--- config.mk ---
export PLATFORM = sky130hd
export DESIGN_NAME = btn_evt
export DESIGN_NICKNAME = d
export VERILOG_FILES = /design/src/rtl/btn_evt.sv
export SDC_FILE = /design/constraint.sdc
export NUM_CORES = 1
export LEC_CHECK = 0
export ABC_AREA = 1
export ABC_CLOCK_PERIOD_IN_PS = 3100
export CAP_MARGIN = 20
export CORE_MARGIN = 1
export CORE_UTILIZATION = 60
export CTS_CLUSTER_DIAMETER = 80
export CTS_CLUSTER_SIZE = 24
export DETAILED_ROUTE_END_ITERATION = 10
export GPL_TIMING_DRIVEN = 0
export PLACE_DENSITY = 0.86
export SETUP_SLACK_MARGIN = 0.15
export SLEW_MARGIN = 20
export SYNTH_ARGS = -nofsm -noshare
export SYNTH_HDL_FRONTEND = slang
export SYNTH_SLANG_ARGS = --single-unit
--- constraint.sdc ---
create_clock -name clk_i -period 3.1 [get_ports clk_i]
set_clock_uncertainty 0.05 [all_clocks]
set_input_delay 0.62 -clock clk_i [delete_from_list [all_inputs] [get_ports clk_i]]
set_output_delay 0.62 -clock clk_i [all_outputs]
set_load 0.01 [all_outputs]
--- src/rtl/btn_evt.sv ---
// Button gesture classifier: turns a debounced button level into one-cycle
// short / double-click / long-press / auto-repeat event pulses.
module btn_evt #(
  parameter int unsigned TICK_DIV   = 16,
  parameter int unsigned TMR_WIDTH  = 8,
  parameter int unsigned LONG_TICKS = 100,
  parameter int unsigned DCLK_TICKS = 25,
  parameter int unsigned RPT_TICKS  = 10,
  parameter bit          DBL_EN     = 1'b1
) (
  input  logic clk_i,
  input  logic rst_ni,
  input  logic en_i,
  input  logic btn_i,
  output logic evt_short_o,
  output logic evt_dbl_o,
  output logic evt_long_o,
  output logic evt_rpt_o,
  output logic busy_o
);

  localparam int unsigned PW = (TICK_DIV > 1) ? $clog2(TICK_DIV) : 1;
  localparam logic [PW-1:0]        PRESC_MAX = PW'(TICK_DIV - 1);
  localparam logic [TMR_WIDTH-1:0] LONG_T    = TMR_WIDTH'(LONG_TICKS);
  localparam logic [TMR_WIDTH-1:0] DCLK_T    = TMR_WIDTH'(DCLK_TICKS);
  localparam logic [TMR_WIDTH-1:0] RPT_T     = TMR_WIDTH'(RPT_TICKS);

  typedef enum logic [2:0] {
    S_IDLE,
    S_PRESS1,
    S_WAIT2,
    S_PRESS2,
    S_LONG
  } state_e;

  state_e               state_q, state_d;
  logic [PW-1:0]        presc_q, presc_d;
  logic [TMR_WIDTH-1:0] timer_q, timer_d;
  logic                 short_q, short_d;
  logic                 dbl_q, dbl_d;
  logic                 long_q, long_d;
  logic                 rpt_q, rpt_d;
  logic                 restart;
  logic                 tmr_clr;
  logic                 tick;

  assign tick = (presc_q == PRESC_MAX);

  // NOTE: every signal written here gets a default first, so no path leaves
  // it unassigned and no latch is inferred.
  always_comb begin
    state_d = state_q;
    short_d = 1'b0;
    dbl_d   = 1'b0;
    long_d  = 1'b0;
    rpt_d   = 1'b0;
    restart = 1'b0;

    if (!en_i) begin
      state_d = S_IDLE;
    end else begin
      unique case (state_q)
        S_IDLE: begin
          if (btn_i) state_d = S_PRESS1;
        end
        S_PRESS1: begin
          // Timeout wins over a release sampled on the same edge.
          if (timer_q == LONG_T) begin
            long_d  = 1'b1;
            state_d = btn_i ? S_LONG : S_IDLE;
          end else if (!btn_i) begin
            if (DBL_EN) begin
              state_d = S_WAIT2;
            end else begin
              short_d = 1'b1;
              state_d = S_IDLE;
            end
          end
        end
        S_WAIT2: begin
          if (btn_i) begin
            dbl_d   = 1'b1;
            state_d = S_PRESS2;
          end else if (timer_q == DCLK_T) begin
            short_d = 1'b1;
            state_d = S_IDLE;
          end
        end
        S_PRESS2: begin
          if (!btn_i) state_d = S_IDLE;
        end
        S_LONG: begin
          if (!btn_i) begin
            state_d = S_IDLE;
          end else if ((RPT_TICKS != 0) && (timer_q == RPT_T)) begin
            rpt_d   = 1'b1;
            restart = 1'b1;
          end
        end
        default: state_d = S_IDLE;
      endcase
    end
  end

  // Timebase restarts on any state change and is held at zero while idle.
  assign tmr_clr = restart || (state_d != state_q) || (state_d == S_IDLE);

  always_comb begin
    presc_d = presc_q;
    timer_d = timer_q;
    if (tmr_clr) begin
      presc_d = '0;
      timer_d = '0;
    end else if (tick) begin
      presc_d = '0;
      if (timer_q != '1) timer_d = timer_q + TMR_WIDTH'(1);
    end else begin
      presc_d = presc_q + PW'(1);
    end
  end

  // NOTE: state registers use non-blocking assignments so every flop samples
  // the pre-edge values, independent of statement order.
  always_ff @(posedge clk_i or negedge rst_ni) begin
    if (!rst_ni) begin
      state_q <= S_IDLE;
      presc_q <= '0;
      timer_q <= '0;
      short_q <= 1'b0;
      dbl_q   <= 1'b0;
      long_q  <= 1'b0;
      rpt_q   <= 1'b0;
    end else begin
      state_q <= state_d;
      presc_q <= presc_d;
      timer_q <= timer_d;
      short_q <= short_d;
      dbl_q   <= dbl_d;
      long_q  <= long_d;
      rpt_q   <= rpt_d;
    end
  end

  assign evt_short_o = short_q;
  assign evt_dbl_o   = dbl_q;
  assign evt_long_o  = long_q;
  assign evt_rpt_o   = rpt_q;
  assign busy_o      = (state_q != S_IDLE);

endmodule

Run 1, gate families picked out:
(6 px per um)
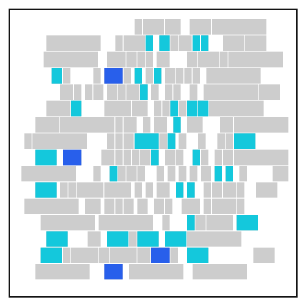
legend:
  blue:
    family: XOR/XNOR gates
    cells: 4
  cyan:
    family: NOR gates
    cells: 33
    most_used: nor2_1

Run 1, congestion heat map:
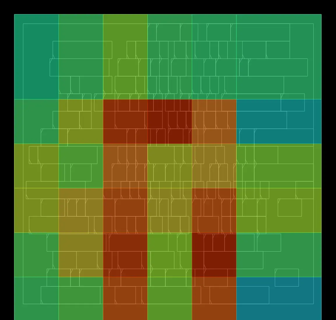
final core occ: 70.98%
busiest layer in global routing: met2

Run 1, layout detail:
Window x 23 to 48, y 23 to 48 um. Cells in grey, sequential cells in the stronger grey; small squares are vias.
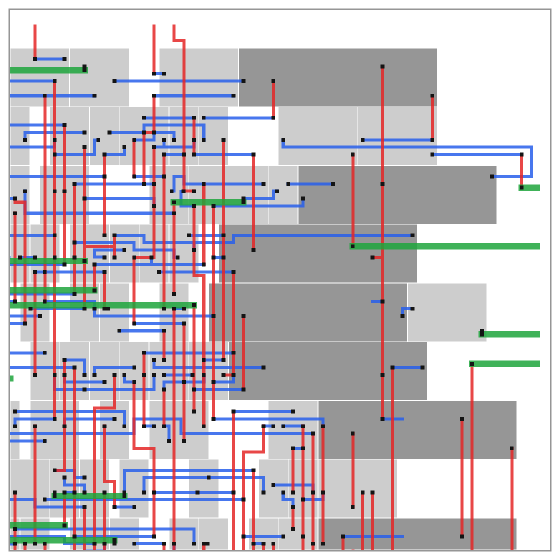
legend:
  blue:
    layer: metal 1
  green:
    layer: metal 3
  red:
    layer: metal 2
sequential cells in the window: 7
cells with their middle in the window: 58
most frequent: nand2_1 (12), nor2_1 (9), inv_1 (9)
netlist names of flops here include: `timer_q` (2)

==> impl_metrics.toml, run 1 <==
# synthesis and place-and-route metrics
[status]
status = "finished clean"

[sta]
rsz0062_at_grt = "no"
slew_viol_final = 0
worst_slack_ns = 0.9149
relSlewSlack_pct = 46.25
hold_viol = 0
worst-slew-pin-transition_ns = 0.8038
max_freq_mhz = 457.6
holdWs_ns = 0.5125

[worst_setup_path]
worstSetupStartpoint = "state_q[2]$_DFF_PN0_"
crit_required_ns = 2.43
endpoint = "busy_o"
r2r_setup_slack_ns = 1.36
r2r_cells = 12
timing.rr.start = "timer_q[0]$_DFFE_PN0P_"
critPathSlowestCell = "clkdlybuf4s50_1"
cp-start-kind = "register"
critPathKind = "register to output port"
arrival_ns = 1.52
critPathTopFamily = "buffers and inverters"

[run]
maxCapViolCount = 0
tool_warnings = 29

[layout]
buf_share_pct = 9.075
nNonClkInverters = 24
final_area_sq_mm = 0.001393
antennaDiodeCount = 0
comb.multi_input.count = 112
synthToLayoutAreaGrowth_pct = 11.19
fin_cells = 199
layout_top_cells = "nand2_1 (36), inv_1 (21), dfrtp_1 (19)"
comb_share_pct = 46.00
clk_share_pct = 1.887
logic_area_sq_um = 640.6
nNetsFinal = 182

[synth]
synthDistinctLibCells = 25
ys_area_sq_mm = 0.001252
yosysTopAreaCell = "dfrtp_1"
edf_count = 0
postSynth.asyncResetShare_pct = 100.0
syn_avg_cell_area_sq_um = 7.828
top_cell_area_share_pct = 37.96
synth_cells = 160
common_cells = "nand2_1 (36), inv_1 (21), dfrtp_1 (19), nor2_1 (17), nand3_1 (16)"
ys_seq_share_pct = 37.96
synth_area_sq_mm = 0.001252

[floorplan]
die_y_um = 47.69
num_io_pins = 9
core_area_sq_mm = 0.001962
die_w_um = 47.69
die_area_sq_mm = 0.002274
core_util_floorplan_pct = 63.84
nWellTaps = 27

[grt]
grt_util_met2_pct = 42.70
grtUsageTotal_pct = 25.72
use_met1_pct = 32.08
grtUsageMet3_pct = 6.792
antenna_found_initial = 0

[clocking]
numCtsBuffers = 3
hold_buffers = 0
worstSkewPairLatency_ns = 0.31
htreeDepth = 1
cts_resized = 0
cts_sinks = 19

[placement]
port_buffers = 8
placed_cells_incl_taps = 195
gp_congestion = 0.8846

[routing]
drc = 0
via_count = 1061
drtIter0Drc = 34
drt-met1-wl_mm = 1.070
wl_met2_mm = 1.178
dr_wl_met3_um = 117

[pwr]
total_power_mw = 0.4527
leakage_nw = 0.6654
ir_worst_vdd_mv = 0.2360

[worst_hold_path]
hold_end = "presc_q[0]$_DFF_PN0_"
==> run 1: flip-flops by register name (all words and copies together), names as in the netlist <==
signal	flops
evt_short_o	1
presc_q	4
evt_rpt_o	1
state_q	3
timer_q	8
evt_long_o	1
evt_dbl_o	1
==> run 1: cell families (layout without fill, tap and decap cells) <==
logic type	Yosys count	after routing	synth area share, %
AOI/OAI and AO/OA	5	5	2.898
xor gates and xnor gates	4	4	2.798
adders and majority gates	5	5	4.995
buffers and inverters	29	41	10.89
DFF	19	19	37.96
and+or+nand+nor	98	98	40.46
==> run 1: power breakdown <==
group	total [mW]	switching (mW)	internal, mW	leakage (nW)
sequential	0.255	0.00324	0.252	0.263
clock	0.129	0.0783	0.0503	0.0150
combinational	0.0689	0.0439	0.0249	0.387
total	0.453	0.125	0.327	0.665
==> inputs of run 2 (changes only) <==
Settings changed: ABC_CLOCK_PERIOD_IN_PS 3100 to 2200, CORE_UTILIZATION 60 to 57, PLACE_DENSITY 0.86 to 0.83.
Clock period 3.1 ns to 2.2 ns, I/O delays scaled along.
Run 2, sequential cells grouped by signal name:
(10 px per um)
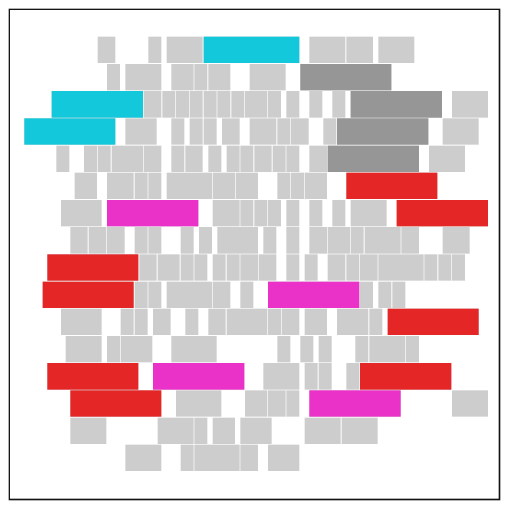
legend:
  red:
    signal: `timer_q`
    sequential_cells: 8
  cyan:
    signal: `state_q`
    sequential_cells: 3
  magenta:
    signal: `presc_q`
    sequential_cells: 4
not coloured: 4

==> run 2 against run 1 <==
  * Global-route usage shrank 2.0 points
  * Routed wire length grew 1.8%
  * Critical path depth is the same
  * Largest power group unchanged
  * Worst setup slack lost 0.70 ns
  * Sequential power grew 41%
  * Utilization shrank 2.0 points
  * Via count shrank 0.19%
  * Critical path type unchanged
  * Non-clock buffer count is the same
==> impl_metrics.toml, run 2 <==
# synthesis and place-and-route metrics
[layout]
top_register = "timer_q"
logic_area_sq_um = 640.6
nNetsFinal = 182
buffers = 13
ff_count = 19
antennaDiodeCount = 0
comb.multi_input.count = 112
reg.largest.list = "timer_q: 8 flops, presc_q: 4 flops, state_q: 3 flops"
clk_share_pct = 1.973
largest_register_ffs = 8
buf_share_pct = 9.058
nNonClkInverters = 24
comb_share_pct = 45.92
final_area_sq_mm = 0.001395
synthToLayoutAreaGrowth_pct = 11.39

[grt]
grtUsageTotal_pct = 23.68

[clocking]
cts_sinks = 19
worstSkewPairLatency_ns = 0.31
numCtsBuffers = 3
hold_buffers = 0
htreeDepth = 1
cts_resized = 0

[synth]
common_cells = "nand2_1 (36), inv_1 (21), dfrtp_1 (19), nor2_1 (17), nand3_1 (16)"
ys_seq_share_pct = 37.96
ys_area_sq_mm = 0.001252
yosysTopAreaCell = "dfrtp_1"
top_cell_area_share_pct = 37.96
synthDistinctLibCells = 25
synth_area_sq_mm = 0.001252
syn_avg_cell_area_sq_um = 7.828
postSynth.asyncResetShare_pct = 100.0

[worst_setup_path]
crit_buf_inv = 1
r2r_cells = 10
cp-start-kind = "register"
r2r_setup_slack_ns = 0.47
timing.rr.start = "timer_q[0]$_DFFE_PN0P_"
cp-end-kind = "output port"
critPathKind = "register to output port"
critPathTopFamily = "buffers and inverters"
worstSetupStartpoint = "state_q[2]$_DFF_PN0_"
critPathSlowestCell = "clkdlybuf4s50_1"
arrival_ns = 1.49

[pwr]
powerSeq_mw = 0.360
power_switching_mw = 0.1791
leakage_nw = 0.6664
clockNetworkPower_mw = 0.180
comb_power_share_pct = 15.3
p_int_mw = 0.4583
switching_share_pct = 28.09
p_seq_share_pct = 56.5
ir_worst_vdd_mv = 0.3176
pg_comb_mw = 0.0976
maxPowerGroup = "sequential cells"
total_power_mw = 0.6374

[routing]
drc = 0
via_count = 1059
drtIter0Drc = 23

[placement]
port_buffers = 8
gp_congestion = 0.9860

[worst_hold_path]
hold_end = "presc_q[0]$_DFF_PN0_"

[run]
maxCapViolCount = 0

[sta]
max_freq_mhz = 504.0
rsz0062_at_grt = "no"
relSlewSlack_pct = 44.24
hold_viol = 0
worst-slew-pin-transition_ns = 0.8338

[floorplan]
nWellTaps = 27
core_util_floorplan_pct = 61.94
die_area_sq_mm = 0.002389
core_area_sq_mm = 0.002022
die_w_um = 48.88
die_y_um = 48.88
num_io_pins = 9

[status]
status = "finished clean"
## run 2: cells by family after synthesis
logic type,Yosys count,synth area share (%)
and+or+nand+nor,98,40.46
adders and majority gates,5,4.995
AOI/OAI and AO/OA,5,2.898
buffers and inverters,29,10.89
xor gates and xnor gates,4,2.798
DFF,19,37.96
## run 2: stage by stage
step | instances | utilization [%] | hold WS (ns)
after floorplan | 160 | - | 0.09441
after CTS | 199 | 68.94 | 0.5181
after global routing | 199 | 69.00 | 0.5471
after global placement | 195 | 67.57 | 0.4855
final | 199 | 69.00 | 0.5158
after detailed placement | 195 | 67.57 | 0.4996
## run 2: per-layer routing
metal,GRT usage (%),routed length [um],up-vias
met5,0,0,-
met4,8.333,47,0
met3,6.231,108,7
met2,37.04,1161,25
met1,31.60,1128,491
li1,-,-,536
==> inputs of run 3 (changes only) <==
--- a/config.mk
+++ b/config.mk
@@ -8,3 +8,3 @@
 export ABC_AREA = 1
-export ABC_CLOCK_PERIOD_IN_PS = 2200
+export ABC_CLOCK_PERIOD_IN_PS = 2000
 export CAP_MARGIN = 20
==> constraint.sdc (replaced) <==
create_clock -name clk_i -period 2 [get_ports clk_i]
set_clock_uncertainty 0.05 [all_clocks]
set_input_delay 0.2 -clock clk_i [delete_from_list [all_inputs] [get_ports clk_i]]
set_output_delay 0.2 -clock clk_i [all_outputs]
set_load 0.01 [all_outputs]
Run 3, sequential cells grouped by signal name:
(10 px per um)
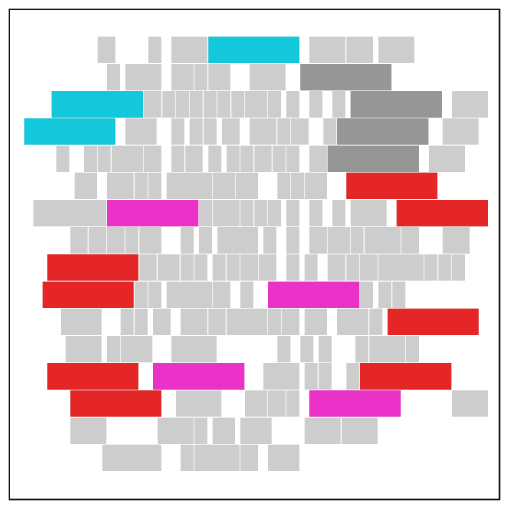
legend:
  red:
    signal: `timer_q`
    sequential_cells: 8
  cyan:
    signal: `state_q`
    sequential_cells: 3
  magenta:
    signal: `presc_q`
    sequential_cells: 4
not coloured: 4

==> run 3 against run 2 <==
  * Power grew 11%
  * First-iteration DRC count is the same
  * Sequential power grew about 10%
  * Die area is the same
  * Via count grew 0.19%
  * Sequential share of layout area shrank 0.66 points
  * Largest cell class unchanged
  * Highest routed layer unchanged
==> impl_metrics.toml, run 3 <==
# synthesis and place-and-route metrics
[status]
status = "finished clean"

[clocking]
worstSkewPairLatency_ns = 0.31
cts_resized = 0
htreeDepth = 1
hold_buffers = 0
cts_sinks = 19

[synth]
synth_area_sq_mm = 0.001252
synthMuxAreaShare_pct = 0
synthDistinctLibCells = 25
common_cells = "nand2_1 (36), inv_1 (21), dfrtp_1 (19), nor2_1 (17), nand3_1 (16)"
synth_cells = 160
ys_seq_share_pct = 37.96
syn_avg_cell_area_sq_um = 7.828
postSynth.asyncResetShare_pct = 100.0
synth-compound-area-share_pct = 2.897
top_logic_kind = "simple AND/OR/NAND/NOR gates"
ys_sh_xor_pct = 2.797

[worst_setup_path]
worstSetupStartpoint = "state_q[2]$_DFF_PN0_"
r2r_setup_slack_ns = 0.29
critPathKind = "register to output port"
r2r_cells = 10
arrival_ns = 1.51
crit_required_ns = 1.75
cp-end-kind = "output port"

[pwr]
total_power_mw = 0.7096
ir_worst_vdd_mv = 0.3577
power_switching_mw = 0.1999
switching_share_pct = 28.18
leakage_nw = 0.6797
p_int_mw = 0.5097

[floorplan]
core_area_sq_mm = 0.002022
core_util_floorplan_pct = 61.94
die_y_um = 48.88
die_w_um = 48.88

[sta]
worst-slew-pin-transition_ns = 0.8307
slew_viol_final = 0
holdWs_ns = 0.3055
relSlewSlack_pct = 44.45

[layout]
buffers = 14
final_area_sq_mm = 0.001419
synthToLayoutAreaGrowth_pct = 13.29
ff_count = 19
clk_share_pct = 1.940
nNetsFinal = 183
antennaDiodeCount = 0

[run]
maxCapViolCount = 0

[grt]
grtUsageTotal_pct = 23.68

[routing]
drtIter0Drc = 23
via_count = 1061

[placement]
port_buffers = 8
run 3: power groups by stage:
stage / logic (mW) / registers, mW / clock network [mW]
after floorplan: 0.0732 / 0.403 / 0
after global placement: 0.104 / 0.403 / 0
after detailed placement: 0.108 / 0.404 / 0
after CTS: 0.109 / 0.396 / 0.203
after global routing: 0.131 / 0.397 / 0.215
final: 0.117 / 0.396 / 0.196
run 3: through the flow:
step                cells  setup slack (ns)  util (%)
floorplan             160            0.4708         -
global placement      195            0.1636     67.57
detailed placement    195           0.06934     67.57
CTS                   199            0.2415     68.94
global route          200            0.1254     70.17
finish                200            0.2448     70.17
run 3: routing by layer:
layer  GRT usage, %  wire length (um)
met2          37.04              1174
met3          6.231               159
met4          8.333                33
met1          31.60              1113
met5              0                 0
Power and IR drop assume default switching activity.
